[src/rtl/multi_clk_divider.sv]
// Multi-channel programmable clock divider.
// Each channel produces a divided clock and a wrap tick from clk_in with its
// own period, high time and phase. New settings are captured into shadow
// registers and only become active at a period boundary, while the channel
// is stopped, or on sync, so a running output never glitches mid-period.
module multi_clk_divider #(
    parameter int NCH = 4,
    parameter int W   = 16
) (
    input  logic               clk_in,
    input  logic               rst,
    input  logic [NCH-1:0]     en,
    input  logic [NCH*W-1:0]   div,
    input  logic [NCH*W-1:0]   high,
    input  logic [NCH*W-1:0]   phase,
    input  logic [NCH-1:0]     load,
    input  logic               sync,
    output logic [NCH-1:0]     clk_out,
    output logic [NCH-1:0]     tick,
    output logic [NCH-1:0]     pending
);

    for (genvar i = 0; i < NCH; i++) begin : g_ch
        logic [W-1:0] div_in;
        logic [W-1:0] high_in;
        logic [W-1:0] phase_in;

        logic [W-1:0] cnt_q,     cnt_d;
        logic [W-1:0] div_a_q,   div_a_d;
        logic [W-1:0] high_a_q,  high_a_d;
        logic [W-1:0] phase_a_q, phase_a_d;
        logic [W-1:0] div_s_q,   div_s_d;
        logic [W-1:0] high_s_q,  high_s_d;
        logic [W-1:0] phase_s_q, phase_s_d;
        logic         pending_q, pending_d;
        logic         en_prev_q, en_prev_d;
        logic         clk_out_q, clk_out_d;
        logic         tick_q,    tick_d;

        logic         running;
        logic         running_n;
        logic         wrap;
        logic         xfer;
        logic         restart;
        logic [W-1:0] ph;

        assign div_in   = div[i*W +: W];
        assign high_in  = high[i*W +: W];
        assign phase_in = phase[i*W +: W];

        // Next-state logic: shadow capture, boundary transfer, counter and outputs.
        // The outputs are derived from the post-transfer settings and next count
        // so that clk_out/tick line up with the registered counter value.
        always_comb begin
            running   = en[i] && (div_a_q != '0);
            wrap      = running && (cnt_q == div_a_q - W'(1));
            xfer      = wrap || !running || sync;

            div_s_d   = load[i] ? div_in   : div_s_q;
            high_s_d  = load[i] ? high_in  : high_s_q;
            phase_s_d = load[i] ? phase_in : phase_s_q;

            div_a_d   = div_a_q;
            high_a_d  = high_a_q;
            phase_a_d = phase_a_q;
            pending_d = pending_q | load[i];
            if (xfer) begin
                div_a_d   = load[i] ? div_in   : div_s_q;
                high_a_d  = load[i] ? high_in  : high_s_q;
                phase_a_d = load[i] ? phase_in : phase_s_q;
                pending_d = 1'b0;
            end

            running_n = en[i] && (div_a_d != '0);
            ph        = (phase_a_d < div_a_d) ? phase_a_d : '0;
            restart   = en[i] && (sync || !en_prev_q);

            if (restart) begin
                cnt_d = ph;
            end else if (wrap) begin
                cnt_d = '0;
            end else if (running) begin
                cnt_d = cnt_q + W'(1);
            end else begin
                cnt_d = '0;
            end

            tick_d    = wrap && !restart;
            clk_out_d = running_n && (cnt_d < high_a_d);
            en_prev_d = en[i];
        end

        // Channel state registers; reset stops the channel until its first load.
        always_ff @(posedge clk_in) begin
            if (rst) begin
                cnt_q     <= '0;
                div_a_q   <= '0;
                high_a_q  <= '0;
                phase_a_q <= '0;
                div_s_q   <= '0;
                high_s_q  <= '0;
                phase_s_q <= '0;
                pending_q <= 1'b0;
                en_prev_q <= 1'b0;
                clk_out_q <= 1'b0;
                tick_q    <= 1'b0;
            end else begin
                cnt_q     <= cnt_d;
                div_a_q   <= div_a_d;
                high_a_q  <= high_a_d;
                phase_a_q <= phase_a_d;
                div_s_q   <= div_s_d;
                high_s_q  <= high_s_d;
                phase_s_q <= phase_s_d;
                pending_q <= pending_d;
                en_prev_q <= en_prev_d;
                clk_out_q <= clk_out_d;
                tick_q    <= tick_d;
            end
        end

        assign clk_out[i] = clk_out_q;
        assign tick[i]    = tick_q;
        assign pending[i] = pending_q;
    end

endmodule

[config.mk]
export PLATFORM = sky130hd
export DESIGN_NAME = multi_clk_divider
export DESIGN_NICKNAME = d
export VERILOG_FILES = /design/src/rtl/multi_clk_divider.sv
export SDC_FILE = /design/constraint.sdc
export NUM_CORES = 1
export LEC_CHECK = 0
export CORE_MARGIN = 3
export CORE_UTILIZATION = 53
export CTS_CLUSTER_DIAMETER = 50
export CTS_CLUSTER_SIZE = 14
export DETAILED_ROUTE_END_ITERATION = 16
export HOLD_SLACK_MARGIN = 0.12
export PLACE_DENSITY_LB_ADDON = 0.1
export SYNTH_ARGS = -nofsm -noshare
export SYNTH_HDL_FRONTEND = slang
export SYNTH_SLANG_ARGS = --single-unit
[constraint.sdc]
create_clock -name clk_in -period 5.8 [get_ports clk_in]
set_clock_uncertainty 0.15 [all_clocks]
set_input_delay 0.58 -clock clk_in [delete_from_list [all_inputs] [get_ports clk_in]]
set_output_delay 0.58 -clock clk_in [all_outputs]
set_load 0.01 [all_outputs]
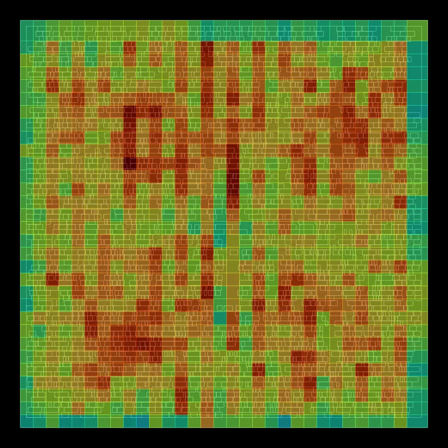
*Routing congestion, run 1*
all-layer global routing usage: 28.8%
most used routing layer: met2
met2 Use GR: 49.3%
WL/cell: 19.7 um
met1 global-route usage: 37.1%

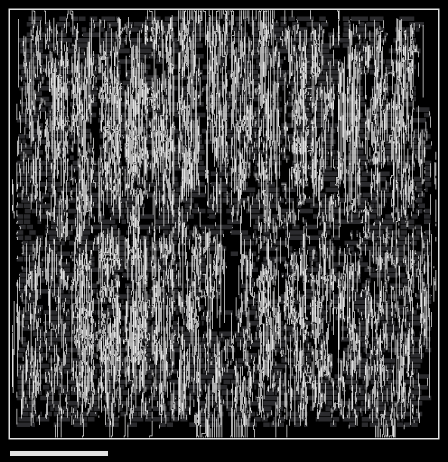
*Metal 2, run 1*
Scale bar: 50 um.
longest straight run: 79.9 um
main direction: vertical
nets with wire on the layer: 3003
wire length on this layer: 34.6 mm
share of all routed wire: 48%
Detailed Route WL: 71400 um
DR vias: 20500

==> qor.yml, run 1 <==
synth_area_sq_um: 23800
place.gp.congestion: 0.950
fa_ha_area_share_pct: 6.93
power-top-group: "registers"
ir_worst_vdd_v: 0.000249
max-slew-margin-rel_pct: 40.3
layout_min_cycle_time_ps: 6020
fmax_mhz: 166
ff_type: "dfxtp_1"
gr-total-overflow: 0
critPathLaunch: "g_ch[1].div_a_q[1]"
warning_count: 36
worstPathRequired_ps: 6150
power_clock_w: 0.00293
synth.logic.top_family: "simple AND/OR/NAND/NOR gates"
drive_above_1_share_pct: 25.9
design.die.area_sq_um: 47500
synth_warnings: 0
syn_avg_cell_area_sq_um: 9.36
reg2reg_from: "g_ch[1].div_a_q[1]"
violations: "negative setup slack"
p_comb_w: 0.00230
layout_setup_ws_ps: -222
grt_max_degree: 105
ys_area_sq_um: 23800
synth_cells: 2545
finalCritPeriodShare_pct: 104
cp_slowest_cell: "or4b_4"
synth_flop_count: 464
clock.latency.late_pin_ps: 580
drt-initial-drc-count: 1442
powerDensity_nw_per_um2: 277
lay_top_cells: "dfxtp_1 (455), buf_4 (321), nor2_1 (298), clkdlybuf4s50_1 (209), nor2b_1 (192)"
clock_path_buffers: 3
stdcell_area_sq_um: 31500
critPathMaxStageDelay_ps: 540
switching_share_pct: 29.4
numCtsBuffers: 48
status: "finished, violations left"
reg2reg_to: "g_ch[1].clk_out_q"
antenna_found_initial: 0
clock_sinks: 464
topCellsByArea: "dfxtp_1 (39%), mux2i_1 (8.6%), mux2_2 (7.0%)"
setup_violations: 3
hpwl_um: 53100
hp-start: "rst"
placed_area_sq_um: 28500
die_x_um: 218
pwr-share-seq_pct: 40.2
cp_max_fo: 7
hp-class: "input pin to flip-flop"
critPathBufInv: 5
numPortBuffers: 214
drc: 0
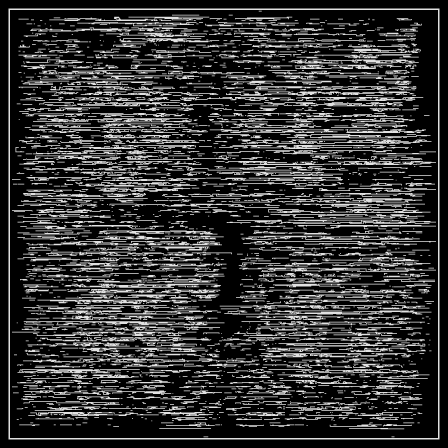
*M1 wires, run 1*
wire length on this layer: 30.9 mm
nets with wire on the layer: 3179

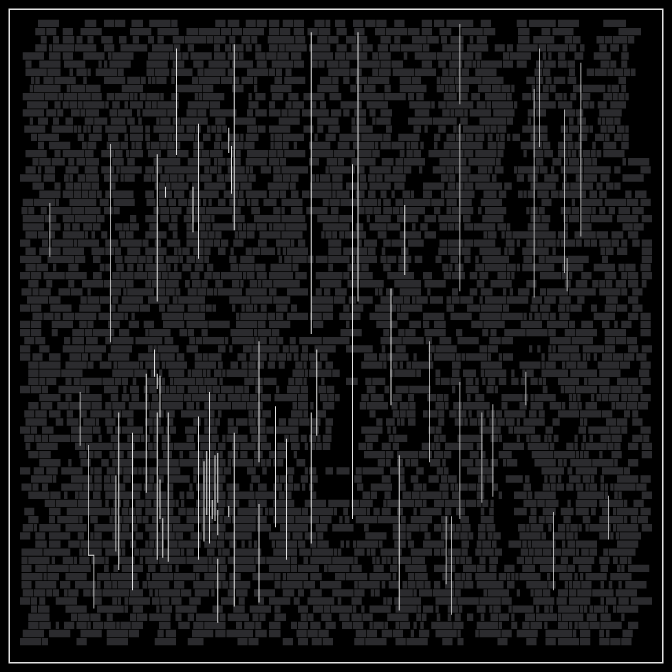
*Met4 routing, run 1*
main direction: vertical
nets with wire on the layer: 50
share of all routed wire: 3.1%

==> run 1: worst register-to-register path, delay by kind of cell, from the launching register on <==
kind            cells  cell delay [ps]
compound gates     17             3000
fa+ha+maj           3              660
simple gates        3              980
mux                 1              210
buf+inv             5              670
flops               1              320
==> run 1: what timing repair did <==
action / 4_1_cts / 5_1_grt
setup endpoints to repair: 4 / 10
gates resized: 95 / 136
gates cloned: 2 / 1
pin swaps: 41 / 84
setup buffers: 32 / 16
==> run 1: synthesized netlist by cell type, drive strengths merged (43+ instances only) <==
cell type / instances
inv: 100
o22ai: 78
dfxtp: 464
buf: 58
o21ai: 65
mux2i: 211
ha: 132
nor2b: 194
nand2: 87
nand3: 43
nor4: 57
xnor2: 65
clkbuf: 96
mux2: 148
nor2: 302
nand4: 44
xor2: 56
a21oi: 47
==> run 1: area by class of cell <==
type / instances / area, sq um / share of cell area (%)
diodes: 1 / 2.50 / 0.00793
clock buffers: 56 / 1270 / 4.03
clock inverters: 20 / 179 / 0.567
inverters: 100 / 375 / 1.19
multi-input cells: 1828 / 14700 / 46.5
flip-flops and latches: 464 / 9300 / 29.5
well taps: 592 / 741 / 2.35
repair buffers: 564 / 5000 / 15.9
==> run 1: stage by stage <==
step / setup TNS (ps) / worst slack (ps) / std cells / hold slack, ps
after floorplan: -26.8 / -26.8 / 2545 / 285
after global placement: -1240 / -554 / 3497 / 321
after detailed placement: -1630 / -617 / 3497 / 321
after CTS: -585 / -307 / 3607 / 308
after global routing: -1650 / -589 / 3624 / 340
final: -596 / -222 / 3625 / 318
==> run 1: per-layer routing <==
layer | global-route usage (%) | up-vias | share of wire, %
met5 | 0 | - | 0
met4 | 9.74 | 0 | 3.1
met3 | 4.46 | 134 | 5.2
met2 | 49.3 | 579 | 48
met1 | 37.1 | 9911 | 43
li1 | - | 9911 | -
==> run 2, diff against run 1 <==
--- a/config.mk
+++ b/config.mk
@@ -5,8 +5,9 @@
 export SDC_FILE = /design/constraint.sdc
 export NUM_CORES = 1
 export LEC_CHECK = 0
+export CORE_ASPECT_RATIO = 0.9
 export CORE_MARGIN = 3
-export CORE_UTILIZATION = 53
+export CORE_UTILIZATION = 50
 export CTS_CLUSTER_DIAMETER = 50
 export CTS_CLUSTER_SIZE = 14
 export DETAILED_ROUTE_END_ITERATION = 16
==> constraint.sdc (replaced) <==
create_clock -name clk_in -period 5.6 [get_ports clk_in]
set_clock_uncertainty 0.15 [all_clocks]
set_input_delay 0.56 -clock clk_in [delete_from_list [all_inputs] [get_ports clk_in]]
set_output_delay 0.56 -clock clk_in [all_outputs]
set_load 0.01 [all_outputs]
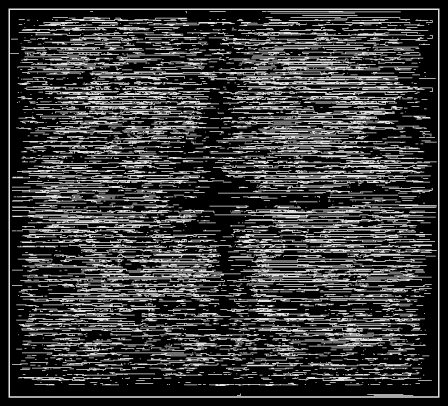
*M1 wires, run 2*
share of all routed wire: 47%
wire length on this layer: 34.2 mm
Detailed Route WL: 72700 um
met1 global-route usage: 39.9%
DR vias: 20600

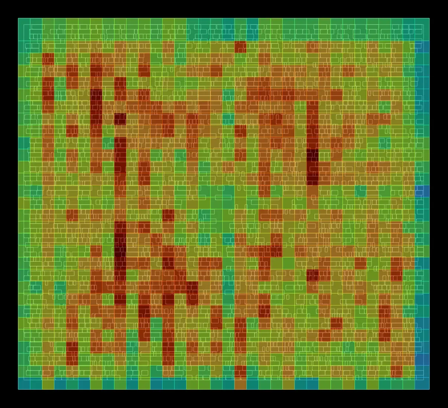
*Routing congestion, run 2*
met2 Use GR: 45.4%
WL/cell: 19.8 um

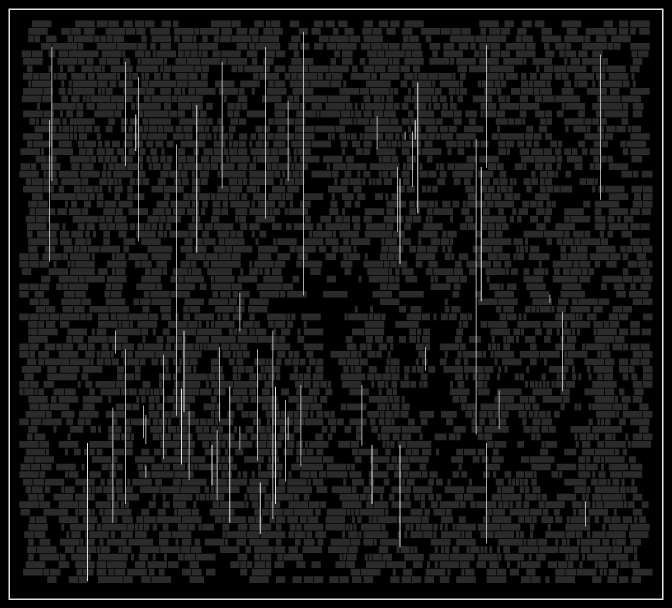
*Met4 routing, run 2*
share of all routed wire: 2.5%
wire length on this layer: 1830 um

==> run 2 against run 1 <==
The run still ends with negative setup slack left. Maximum frequency fell by 1.6%. Non-clock buffer count rose by 32. First-iteration DRC count rose by 8.0%. Largest cell class unchanged. Largest power group unchanged. Highest routed layer is now met5.
==> qor.yml, run 2 <==
switching_share_pct: 28.9  # -0.55 points
numCtsBuffers: 47  # -2.1%
design.die.area_sq_um: 50300  # +5.8%
yosysMostFrequentCell: "dfxtp_1"
flops: 464  # unchanged
cp_common_cell: "a21o_1"
status: "finished, violations left"
hp-class: "flip-flop to flip-flop"
dp_cells: 3565  # +1.9%
setup_violations: 4  # +1
dominant-cell-class: "combinational gates"
layout_setup_ws_ps: -519  # -297 ps
max-slew-margin-rel_pct: 38.1  # -2.2 points
cts_max_level: 2
violations: "negative setup slack"
nClkBuffers: 53  # -5.4%
hpwl_um: 54300  # +2.3%
via_per_inst: 5.59
topCellsByArea: "dfxtp_1 (39%), mux2i_1 (8.6%), mux2_2 (7.0%)"
drive_above_1_share_pct: 26.6  # +0.68 points
synth_flop_count: 464  # unchanged
pre_cts_ws_ps: -800  # -183 ps
syn_avg_cell_area_sq_um: 9.36  # unchanged
comb_area_sq_um: 14600  # -0.25%
pwr-share-seq_pct: 38.6  # -1.6 points
place.gp.congestion: 0.979  # +3.1%
clock_sinks: 464  # unchanged
drc: 0  # unchanged
layout_min_cycle_time_ps: 6120  # +97.4 ps
ff_type: "dfxtp_1"
cp_max_fo: 14  # +7
grt_usage_pct: 28.1  # -0.70 points
crit_arrival_ps: 6470
antenna_found_initial: 2  # +2
finalCritPeriodShare_pct: 109  # +5.4 points
finalSetupTns_ps: -1500  # -908 ps
critPathBufInv: 4  # -1
antennaDiodeCount: 0  # -1
stdcell_area_sq_um: 31900  # +1.2%
yosys-top-cells-count: "dfxtp_1 (464), nor2_1 (300), mux2i_1 (205), nor2b_1 (194), mux2_2 (148)"
seq_share_pct: 29.1  # -0.37 points
ys_area_sq_um: 23800  # unchanged
numPortBuffers: 214  # unchanged
die_x_um: 236  # +8.3%
fmax_mhz: 163  # -1.6%
comb_area_share_pct: 45.8  # -0.68 points
clock_path_buffers: 3  # unchanged
powerDensity_nw_per_um2: 294  # +6.2%
synth_area_sq_um: 23800  # unchanged
bufAreaShareNonClock_pct: 16.4  # +0.57 points
clk_share_pct: 5.05  # +0.45 points
drt-initial-drc-count: 1558  # +8.0%
n_all_buffers: 596  # +5.7%
root_buffer: "clkbuf_16"
grt_max_degree: 122  # +16%
comb_cells: 1828  # unchanged
worstPathRequired_ps: 5950  # -200 ps
placed_area_sq_um: 28900  # +1.6%
final-seq-area_sq_um: 9300  # about the same
layout_top_cell: "dfxtp_1"
lay_top_cells: "dfxtp_1 (460), buf_4 (356), nor2_1 (299), clkdlybuf4s50_1 (209), nor2b_1 (194)"
hold_ws_ps: 321  # +2.76 ps
warning_count: 35  # -2.8%
taps: 616  # +4.1%
gr-total-overflow: 0  # unchanged
ir_worst_vdd_v: 0.000255  # +2.5%
synth_cells: 2545  # unchanged
critPathMaxStageDelay_ps: 530  # about the same
cp_slowest_cell: "or4b_4"
synth_warnings: 0  # unchanged
synth_top_cell_by_area: "dfxtp_1"
clock.latency.late_pin_ps: 590  # about the same
inv_count: 100  # unchanged
finalNonFillerCells: 3683  # +1.6%
-- run 2: cell counts after synthesis --
No cell type changed its count.
-- run 2: timing repair --
item                                    in CTS  in global routing
hold buffers                                 0                  0
pin swaps                                   58                 50
gates cloned                                 2                  0
resized                                    115                 81
endpoints found under the setup margin       4                  7
setup buffers                               27                 10
-- run 2: kinds of logic (layout without fill, tap and decap cells) --
logic type,Yosys count,after routing,share of synthesized area [%]
AND/OR/NAND/NOR,869,870,18.9
flip-flops,464,464,39.0
multiplexers,359,359,16.0
AND-OR/OR-AND,346,346,10.2
buffers and inverters,254,775,4.54
adder cells (fa/ha/maj),132,132,6.93
XOR/XNOR,121,121,4.45
-- run 2: power groups by stage --
stage | registers [W] | clock network [W] | logic, W
4_1_cts | 0.00362 | 0.00343 | 0.00229
3_3_place_gp | 0.00368 | 0 | 0.00209
3_5_place_dp | 0.00369 | 0 | 0.00213
6_report | 0.00362 | 0.00336 | 0.00241
2_1_floorplan | 0.00366 | 0 | 0.00124
5_1_grt | 0.00364 | 0.00355 | 0.00261
-- run 2: worst min-delay path, delay by kind of cell, from the launching register on --
family	cells	cell delay (ps)
DFF	1	320
and+or+nand+nor	2	100
-- run 2: final timing paths --
kind | start | endpoint | slack [ps] | cells after the start
worst max-delay path | g_ch[1].div_a_q[0] | g_ch[1].clk_out_q | -520 | 28
worst min-delay path | g_ch[2].en_prev_q | g_ch[2].tick_q | 320 | 2
worst max register to register | g_ch[1].div_a_q[0] | g_ch[1].clk_out_q | -520 | 28
worst min register to register | g_ch[2].en_prev_q | g_ch[2].tick_q | 320 | 2
-- run 2: metal layers --
metal,track usage (%),part of all wire (%),wire (um),vias up
li1,-,-,-,9975
met1,39.9,47,34200,9919
met2,45.4,45,32800,571
met3,3.68,5.5,3980,127
met4,7.36,2.5,1830,2
met5,0,0.018,13,-
No activity file was given, so power comes from the tool's default toggle rates.
